Fig. 1: run 1, ports around the boundary
The bar under the picture is 20 um long. Pins as bars across the die edge, other pins in grey.
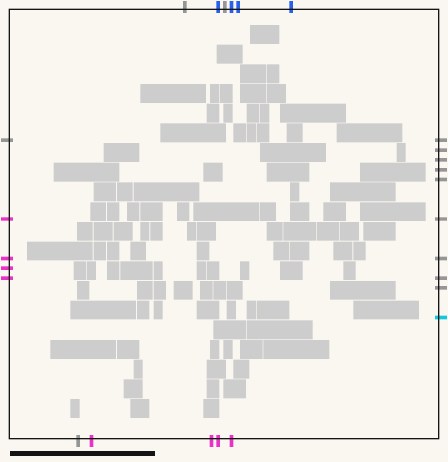
Fig. 2: run 1, M3 wires
The bar under the picture is 20 um long.
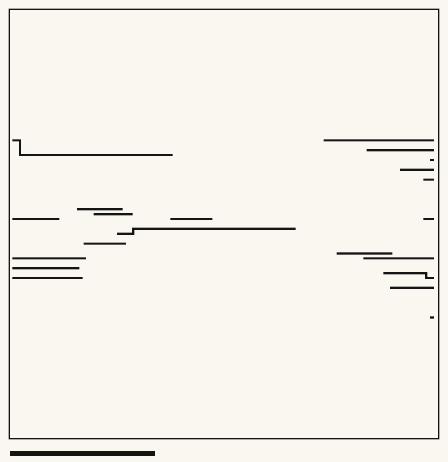
Fig. 3: run 1, wiring by layer
The bar under the picture is 20 um long.
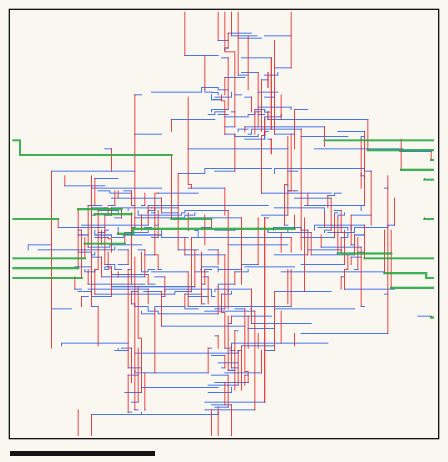
Fig. 4: run 1, sizing map
The bar under the picture is 20 um long.
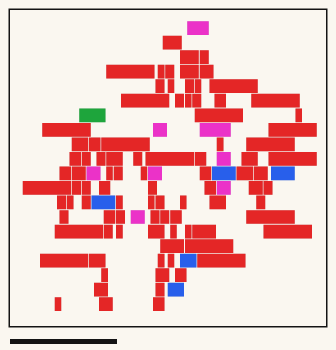
`config.mk`:
```
export PLATFORM = sky130hd
export DESIGN_NAME = lfsr_seq_ctrl
export DESIGN_NICKNAME = d
export VERILOG_FILES = /design/src/rtl/lfsr_seq_ctrl.sv
export SDC_FILE = /design/constraint.sdc
export NUM_CORES = 1
export LEC_CHECK = 0
export CORE_MARGIN = 1
export CORE_UTILIZATION = 31
export CTS_CLUSTER_DIAMETER = 80
export DETAILED_ROUTE_END_ITERATION = 16
export DONT_BUFFER_PORTS = 1
export PLACE_DENSITY = 0.52
export REMOVE_ABC_BUFFERS = 1
export SLEW_MARGIN = 20
export SYNTH_ARGS = -nofsm -noshare
export SYNTH_HDL_FRONTEND = slang
export SYNTH_SLANG_ARGS = --single-unit
```
`constraint.sdc`:
```
create_clock -name clock -period 2.1 [get_ports clock]
set_clock_uncertainty 0.1 [all_clocks]
set_input_delay 0.42 -clock clock [delete_from_list [all_inputs] [get_ports clock]]
set_output_delay 0.42 -clock clock [all_outputs]
set_load 0.02 [all_outputs]
```
`src/rtl/lfsr_seq_ctrl.sv`:
```
// Start/step/done sequencer around a Fibonacci LFSR and its step counter.
// Build with LFSR_WRAP_DET_EN defined to add the sticky period-wrap detector.
module lfsr_seq_ctrl #(
  parameter int unsigned      WIDTH = 4,
  parameter logic [WIDTH-1:0] TAPS  = 4'b1001,
  parameter int unsigned      CNT_W = 8
) (
  input  logic             clock,
  input  logic             rst,
  input  logic             start,
  input  logic [WIDTH-1:0] seed,
  input  logic [CNT_W-1:0] n_steps,
  input  logic             en,
  input  logic             abort,
  output logic [WIDTH-1:0] q,
  output logic             busy,
  output logic             step_v,
  output logic             done,
  output logic             err,
  output logic             wrap
);

  typedef enum logic [1:0] {
    ST_IDLE = 2'b00,
    ST_RUN  = 2'b01,
    ST_DONE = 2'b10
  } state_t;

  // Feedback is the parity of the tapped bits, shifted in at the LSB.
  function automatic logic [WIDTH-1:0] lfsr_next(input logic [WIDTH-1:0] v);
    return {v[WIDTH-2:0], ^(v & TAPS)};
  endfunction

  state_t           state_r;
  state_t           state_s;
  logic [WIDTH-1:0] q_r;
  logic [WIDTH-1:0] q_s;
  logic [CNT_W-1:0] cnt_r;
  logic [CNT_W-1:0] cnt_s;
  logic             step_s;
  logic             err_s;
  logic             busy_r;
  logic             step_v_r;
  logic             done_r;
  logic             err_r;

  // Next-state, shift-register and counter update for the sequencer FSM.
  always_comb begin
    state_s = state_r;
    q_s     = q_r;
    cnt_s   = cnt_r;
    step_s  = 1'b0;
    err_s   = 1'b0;
    case (state_r)
      ST_IDLE: begin
        if (start) begin
          if (seed != {WIDTH{1'b0}}) begin
            q_s   = seed;
            cnt_s = n_steps;
            if (n_steps != {CNT_W{1'b0}}) begin
              state_s = ST_RUN;
            end else begin
              state_s = ST_DONE;
            end
          end else begin
            err_s = 1'b1;
          end
        end else begin
          state_s = ST_IDLE;
        end
      end
      ST_RUN: begin
        if (abort) begin
          state_s = ST_IDLE;
        end else if (en) begin
          q_s    = lfsr_next(q_r);
          cnt_s  = cnt_r - CNT_W'(1);
          step_s = 1'b1;
          if (cnt_r == CNT_W'(1)) begin
            state_s = ST_DONE;
          end else begin
            state_s = ST_RUN;
          end
        end else begin
          state_s = ST_RUN;
        end
      end
      ST_DONE: begin
        state_s = ST_IDLE;
      end
      default: begin
        state_s = ST_IDLE;
      end
    endcase
  end

  // State, datapath and flag registers; flags are derived from the next state.
  always_ff @(posedge clock or posedge rst) begin
    if (rst) begin
      state_r  <= ST_IDLE;
      q_r      <= {WIDTH{1'b0}};
      cnt_r    <= {CNT_W{1'b0}};
      busy_r   <= 1'b0;
      step_v_r <= 1'b0;
      done_r   <= 1'b0;
      err_r    <= 1'b0;
    end else begin
      state_r  <= state_s;
      q_r      <= q_s;
      cnt_r    <= cnt_s;
      busy_r   <= (state_s == ST_RUN);
      step_v_r <= step_s;
      done_r   <= (state_s == ST_DONE);
      err_r    <= err_s;
    end
  end

`ifdef LFSR_WRAP_DET_EN
  logic             accept_s;
  logic [WIDTH-1:0] seed_copy_r;
  logic             wrap_r;

  assign accept_s = (state_r == ST_IDLE) && start && (seed != {WIDTH{1'b0}});

  // Sticky flag: a step returned the register to the seed of the current run.
  always_ff @(posedge clock or posedge rst) begin
    if (rst) begin
      seed_copy_r <= {WIDTH{1'b0}};
      wrap_r      <= 1'b0;
    end else if (accept_s) begin
      seed_copy_r <= seed;
      wrap_r      <= 1'b0;
    end else if (step_s && (q_s == seed_copy_r)) begin
      wrap_r      <= 1'b1;
    end
  end

  assign wrap = wrap_r;
`else
  assign wrap = 1'b0;
`endif

  assign q      = q_r;
  assign busy   = busy_r;
  assign step_v = step_v_r;
  assign done   = done_r;
  assign err    = err_r;

endmodule

```
==> metrics.cfg, run 1 <==
[placed_design]
dp.cells = 146

[clock_network]
cts_setup_buffers = 0
cts_tree = done

[timing]
hold_viol_final = 7
hold-worst-slack_ns = -0.000706
fmax_mhz = 601

[layout]
stdcell_count = 150
final_area_um2 = 1080
n_fill_cell = 324
comb_cells = 77
final_core_util_pct = 35.2
clkCellAreaFrac_pct = 3.35
flops = 18
final_cell_mix = dfrtp_1 (18), o21ai_0 (12), a21oi_1 (10), nor2_1 (10)

[setup_path]
path_depth = 6
crit_arrival_ns = 1.78
path_buffers = 1
crit_end = cnt_r[6]$_DFFE_PP0P_
cp-startpoint = cnt_r[0]$_DFFE_PP0P_
crit_type = reg -> reg
timing.rr.end = cnt_r[6]$_DFFE_PP0P_
cp_top_family = simple AND/OR/NAND/NOR gates
r2r_cells = 6

[synth]
top_cells_by_area = dfrtp_1 (44%), o21ai_0 (5.9%), a21oi_1 (4.9%)
ys_area_um2 = 1010
synth_cells = 106
synth.distinct_cells = 36

[grt]
grt_max_degree = 19
grt_overflow_total = 0
antenna_found_initial = 0
met2_usage_pct = 20.0
grt_use_met1_pct = 18.6

[run_status]
violations = negative hold slack
status = complete, but fails checks

[floorplan]
chipArea_um2 = 3500
core_um2 = 3080

[power]
switching_power_mw = 0.487
p_int_mw = 0.727

[job]
warning_count = 26

[detailed_routing]
wl_met2_um = 921

## Picture notes: Fig. 1
| port | colour | pins | direction | edge |
|---|---|---|---|---|
| `n_steps` | magenta | 8 | input | 4 south, 4 west |
| `seed` | blue | 4 | input | north |
| `busy` | cyan | 1 | output | east |
Horiz. Die Dim: 59.1 um
I/O Buffers: 0
vertical die size: 59.1 um

## Picture notes: Fig. 2
main direction: horizontal
nets with wire on the layer: 17
routed via count: 795
met3 GRT Util: 4.80%
final WL: 2080 um

## Picture notes: Fig. 3
| layer | colour | wire length |
|---|---|---|
| M1 | blue | 991 um |
| M3 | green | 167 um |
| M2 | red | 922 um |
WL/cell: 13.9 um
gr usage total: 13.1%

## Picture notes: Fig. 4
| size | colour | cells |
|---|---|---|
| x3 and x4 | magenta | 8 |
| x2 | blue | 5 |
| x1 and smaller | red | 92 |
| x6 and larger | green | 1 |
Signal buffers: 3
Final WS setup: 0.435 ns
P&R area growth vs syn: 6.92%

[run 1: power groups by stage]
stage,Combinational (mW),Clock (mW),Sequential [mW]
6_report,0.362,0.213,0.639
4_1_cts,0.367,0.222,0.640
3_5_place_dp,0.367,0,0.646
5_1_grt,0.421,0.237,0.660
3_3_place_gp,0.360,0,0.648
2_1_floorplan,0.290,0,0.611
[run 1: synthesized netlist by cell type, types with 3 or more instances]
| master | instances |
|---|---|
| o21ai_0 | 12 |
| inv_1 | 4 |
| nor2_1 | 10 |
| dfrtp_1 | 18 |
| nand2_1 | 4 |
| mux2i_1 | 3 |
| a21oi_1 | 10 |
| nor4_1 | 4 |
| nand2b_1 | 3 |
Fig. 5: run 1, placed standard cells
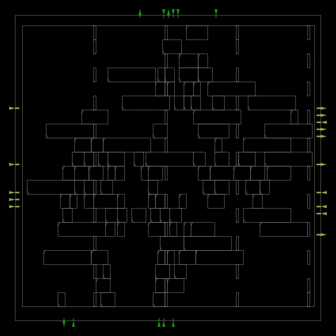

## Run 2: what changed since run 1
--- a/config.mk
+++ b/config.mk
@@ -10,7 +10,7 @@
 export CTS_CLUSTER_DIAMETER = 80
 export DETAILED_ROUTE_END_ITERATION = 16
 export DONT_BUFFER_PORTS = 1
-export PLACE_DENSITY = 0.52
+export PLACE_DENSITY = 0.53
 export REMOVE_ABC_BUFFERS = 1
 export SLEW_MARGIN = 20
 export SYNTH_ARGS = -nofsm -noshare
==> constraint.sdc (replaced) <==
create_clock -name clock -period 1.4 [get_ports clock]
set_clock_uncertainty 0.1 [all_clocks]
set_input_delay 0.28 -clock clock [delete_from_list [all_inputs] [get_ports clock]]
set_output_delay 0.28 -clock clock [all_outputs]
set_load 0.02 [all_outputs]
Fig. 6: run 2, placed standard cells
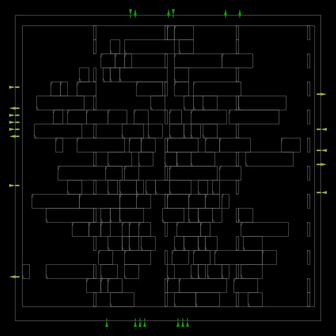
Core ar.: 3080 um^2
fin util: 44.9%

==> metrics.cfg, run 2 <==
[setup_path]
cp_top_family = simple AND/OR/NAND/NOR gates
crit_type = reg -> reg
cp-startpoint = state_r[1]$_DFF_PP0_
crit_arrival_ns = 1.70  ; -0.08 ns
r2r_cells = 5  ; -1
path_buffers = 1  ; unchanged
timing.rr.end = cnt_r[0]$_DFFE_PP0P_
crit_end = cnt_r[0]$_DFFE_PP0P_

[layout]
clkCellAreaFrac_pct = 2.63  ; -0.73 points
n_fill_cell = 311  ; -4.0%
stdcell_count = 175  ; +17%
final_cell_mix = buf_4 (23), dfrtp_1 (16), nor2_1 (9), o21ai_1 (8), a21oi_1 (8)
final_area_um2 = 1380  ; +28%
syn2layout_area_growth_pct = 36.5
flops = 18  ; unchanged

[floorplan]
chipArea_um2 = 3500  ; unchanged
die.size.y_um = 59.1  ; unchanged

[run_status]
violations = negative setup slack
status = complete, but fails checks

[power]
powerSeq_mw = 0.937  ; +47%
switching_power_mw = 0.942  ; +93%
pg_comb_mw = 1.06  ; +190%

[grt]
met2_usage_pct = 29.5  ; +9.6 points
met3_usage_pct = 3.28  ; -1.5 points
track_usage_pct = 17.4  ; +4.3 points
grt_max_degree = 19  ; unchanged
grt_use_met1_pct = 20.5  ; +2.0 points

[synth]
synth_cells = 106  ; unchanged
ys_area_um2 = 1010  ; unchanged
top_cells_by_area = dfrtp_1 (44%), o21ai_0 (5.9%), a21oi_1 (4.9%)
synth.distinct_cells = 36  ; unchanged

[clock_network]
cts_tree = done

[timing]
finalWorstSetupSlack_ns = -0.159  ; -0.594 ns
fmax_mhz = 641  ; +6.8%
setup_viol = 14
hold_viol_final = 0  ; -7
hold-worst-slack_ns = 0.0420  ; +0.0427 ns

[placed_design]
dp.cells = 165  ; +13%
io_buffers = 0  ; unchanged

Fig. 7: run 2, wiring by layer
The bar under the picture is 20 um long.
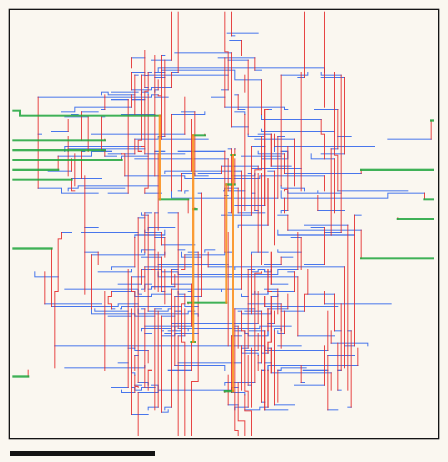
| layer | colour | wire length |
|---|---|---|
| M2 | red | 1380 um |
| M1 | blue | 1210 um |
| M3 | green | 123 um |
| M4 | orange | 89.1 um |

==> run 2: cell counts after synthesis <==
No cell type changed its count.
==> run 2: repair_timing <==
| action | 4_1_cts | 5_1_grt |
|---|---|---|
| resized | 19 | 13 |
| setup endpoints to repair | 16 | 16 |
| pin swaps | 7 | 2 |
| endpoints found under the hold margin | 20 | 0 |
| setup buffers | 2 | 2 |
| hold buffers | 2 | 0 |
==> run 2: worst min-delay path by stage <==
stage,endpoint,slack [ns],cells after the start
6_report,cnt_r[1]$_DFFE_PP0P_,0.04,2
5_1_grt,cnt_r[1]$_DFFE_PP0P_,0.03,2
4_1_cts,cnt_r[1]$_DFFE_PP0P_,0.03,2
3_5_place_dp,step_v$_DFF_PP0_,0.11,2
3_3_place_gp,step_v$_DFF_PP0_,0.11,2
2_1_floorplan,busy$_DFF_PP0_,0.12,1
Fig. 8: run 2, sizing map
The bar under the picture is 20 um long.
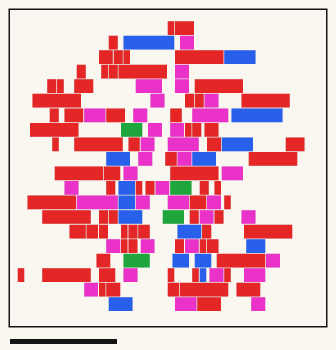

## Run 3: what changed since run 2
--- a/config.mk
+++ b/config.mk
@@ -5,6 +5,7 @@
 export SDC_FILE = /design/constraint.sdc
 export NUM_CORES = 1
 export LEC_CHECK = 0
+export ABC_AREA = 1
 export CORE_MARGIN = 1
 export CORE_UTILIZATION = 31
 export CTS_CLUSTER_DIAMETER = 80
Fig. 9: run 3, sizing map
The bar under the picture is 20 um long.
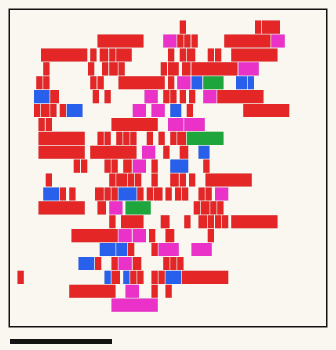
| size | colour | cells |
|---|---|---|
| x1 and smaller | red | 132 |
| x3 and x4 | magenta | 21 |
| x6 and larger | green | 3 |
| x2 | blue | 16 |
Signal buffers: 13
Final WS setup: 0.0282 ns
fin area: 1340 um^2
P&R area growth vs syn: 20.4%

Fig. 10: run 3, ports around the boundary
The bar under the picture is 20 um long. Pins as bars across the die edge, other pins in grey.
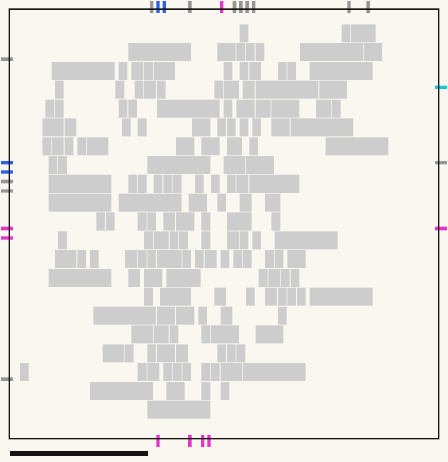
| port | colour | pins | direction | edge |
|---|---|---|---|---|
| `seed` | blue | 4 | input | 2 north, 2 west |
| `n_steps` | magenta | 8 | input | 4 south, 2 west, 1 north, 1 east |
| `busy` | cyan | 1 | output | east |

==> metrics.cfg, run 3 <==
[setup_path]
cp_top_family = simple AND/OR/NAND/NOR gates
cp-startpoint = state_r[0]$_DFF_PP0_
crit_type = reg -> reg
crit_top_cell = nand2_1
crit_end = cnt_r[5]$_DFFE_PP0P_
crit_arrival_ns = 1.52  ; -0.18 ns
timing.rr.end = cnt_r[5]$_DFFE_PP0P_
r2r_cells = 8  ; +3
path_buffers = 3  ; +2
cp-end-kind = flop
reg2reg_from = state_r[0]$_DFF_PP0_

[placed_design]
io_buffers = 0  ; unchanged
dp_slack_ns = -0.0605
dp.cells = 211  ; +28%
placed_cell_area_um2 = 1220

[worst_hold_path]
min_to = err$_DFF_PP0_
worstHoldPathCells = 2  ; unchanged
min_path_type = in -> reg

[synth]
top_cells_by_area = dfrtp_1 (41%), nand2_1 (20%), nor2_1 (7.4%)
synth_cells = 158  ; +49%
avgSynthCellArea_um2 = 7.02
synth_warnings = 0
synth.distinct_cells = 20  ; -44%
top_area_share_pct = 40.6
ys_area_um2 = 1110  ; +9.6%
syn_area_um2 = 1110
ys_ff = 18
ys_sh_simple_pct = 36.8

[layout]
final_core_util_pct = 39.4  ; -5.5 points
stdcell_count = 218  ; +25%
top_register = cnt_r
final_cell_mix = nand2_1 (59), nor2_1 (18), dfrtp_1 (18), inv_1 (12), buf_4 (10)
fin_nets = 192
diodes = 0

[grt]
met3_usage_pct = 2.69  ; -0.58 points
met2_usage_pct = 21.5  ; -8.0 points
track_usage_pct = 14.6  ; -2.8 points
grt_overflow_total = 0
grt_max_degree = 19  ; unchanged
grt_use_met1_pct = 19.8  ; -0.73 points
grt_pass1_wl_um = 3970

[clock_network]
cts_setup_buffers = 0  ; -2
clock_sinks = 18
holdBufCountCts = 1  ; -1
cts_resized = 2  ; -17
cts_tree = done

[detailed_routing]
wl_met1_um = 1160
vias = 994
wirelength_um = 2560
dr.max_layer_used = met4
wl_met3_um = 107

[floorplan]
core_um2 = 3390  ; +10%
die_w_um = 61.8
chipArea_um2 = 3820  ; +9.3%
die.size.y_um = 61.8  ; +4.6%

[timing]
hold_viol_final = 0  ; unchanged
setup_viol = 0  ; -14
hold-worst-slack_ns = 0.0317  ; -0.0103 ns
fmax_mhz = 729  ; +14%

[job]
warning_count = 27

[run_status]
status = finished, final reports clean

[power]
power.total_mw = 2.51

[run 3: cell families after synthesis]
family / Yosys count
AND-OR/OR-AND: 17
XOR/XNOR: 1
adder cells (fa/ha/maj): 2
buffers and inverters: 21
flip-flops: 18
other: 1
AND/OR/NAND/NOR: 98
[run 3: power breakdown]
group / total [mW] / switching, mW / internal (mW)
logic: 1.22 / 0.691 / 0.524
registers: 0.953 / 0.255 / 0.699
clock network: 0.337 / 0.179 / 0.159
total: 2.51 / 1.12 / 1.38
[run 3: layout make-up]
class,instances,area (um^2)
fill,347,2050
multi-input combinational,119,596
sequential,18,450
timing repair buffer,13,116
inverter,17,72.6
tap,46,57.6
clock buffer,4,36.3
timing repair inverter,1,7.51
Power and IR drop assume default switching activity.
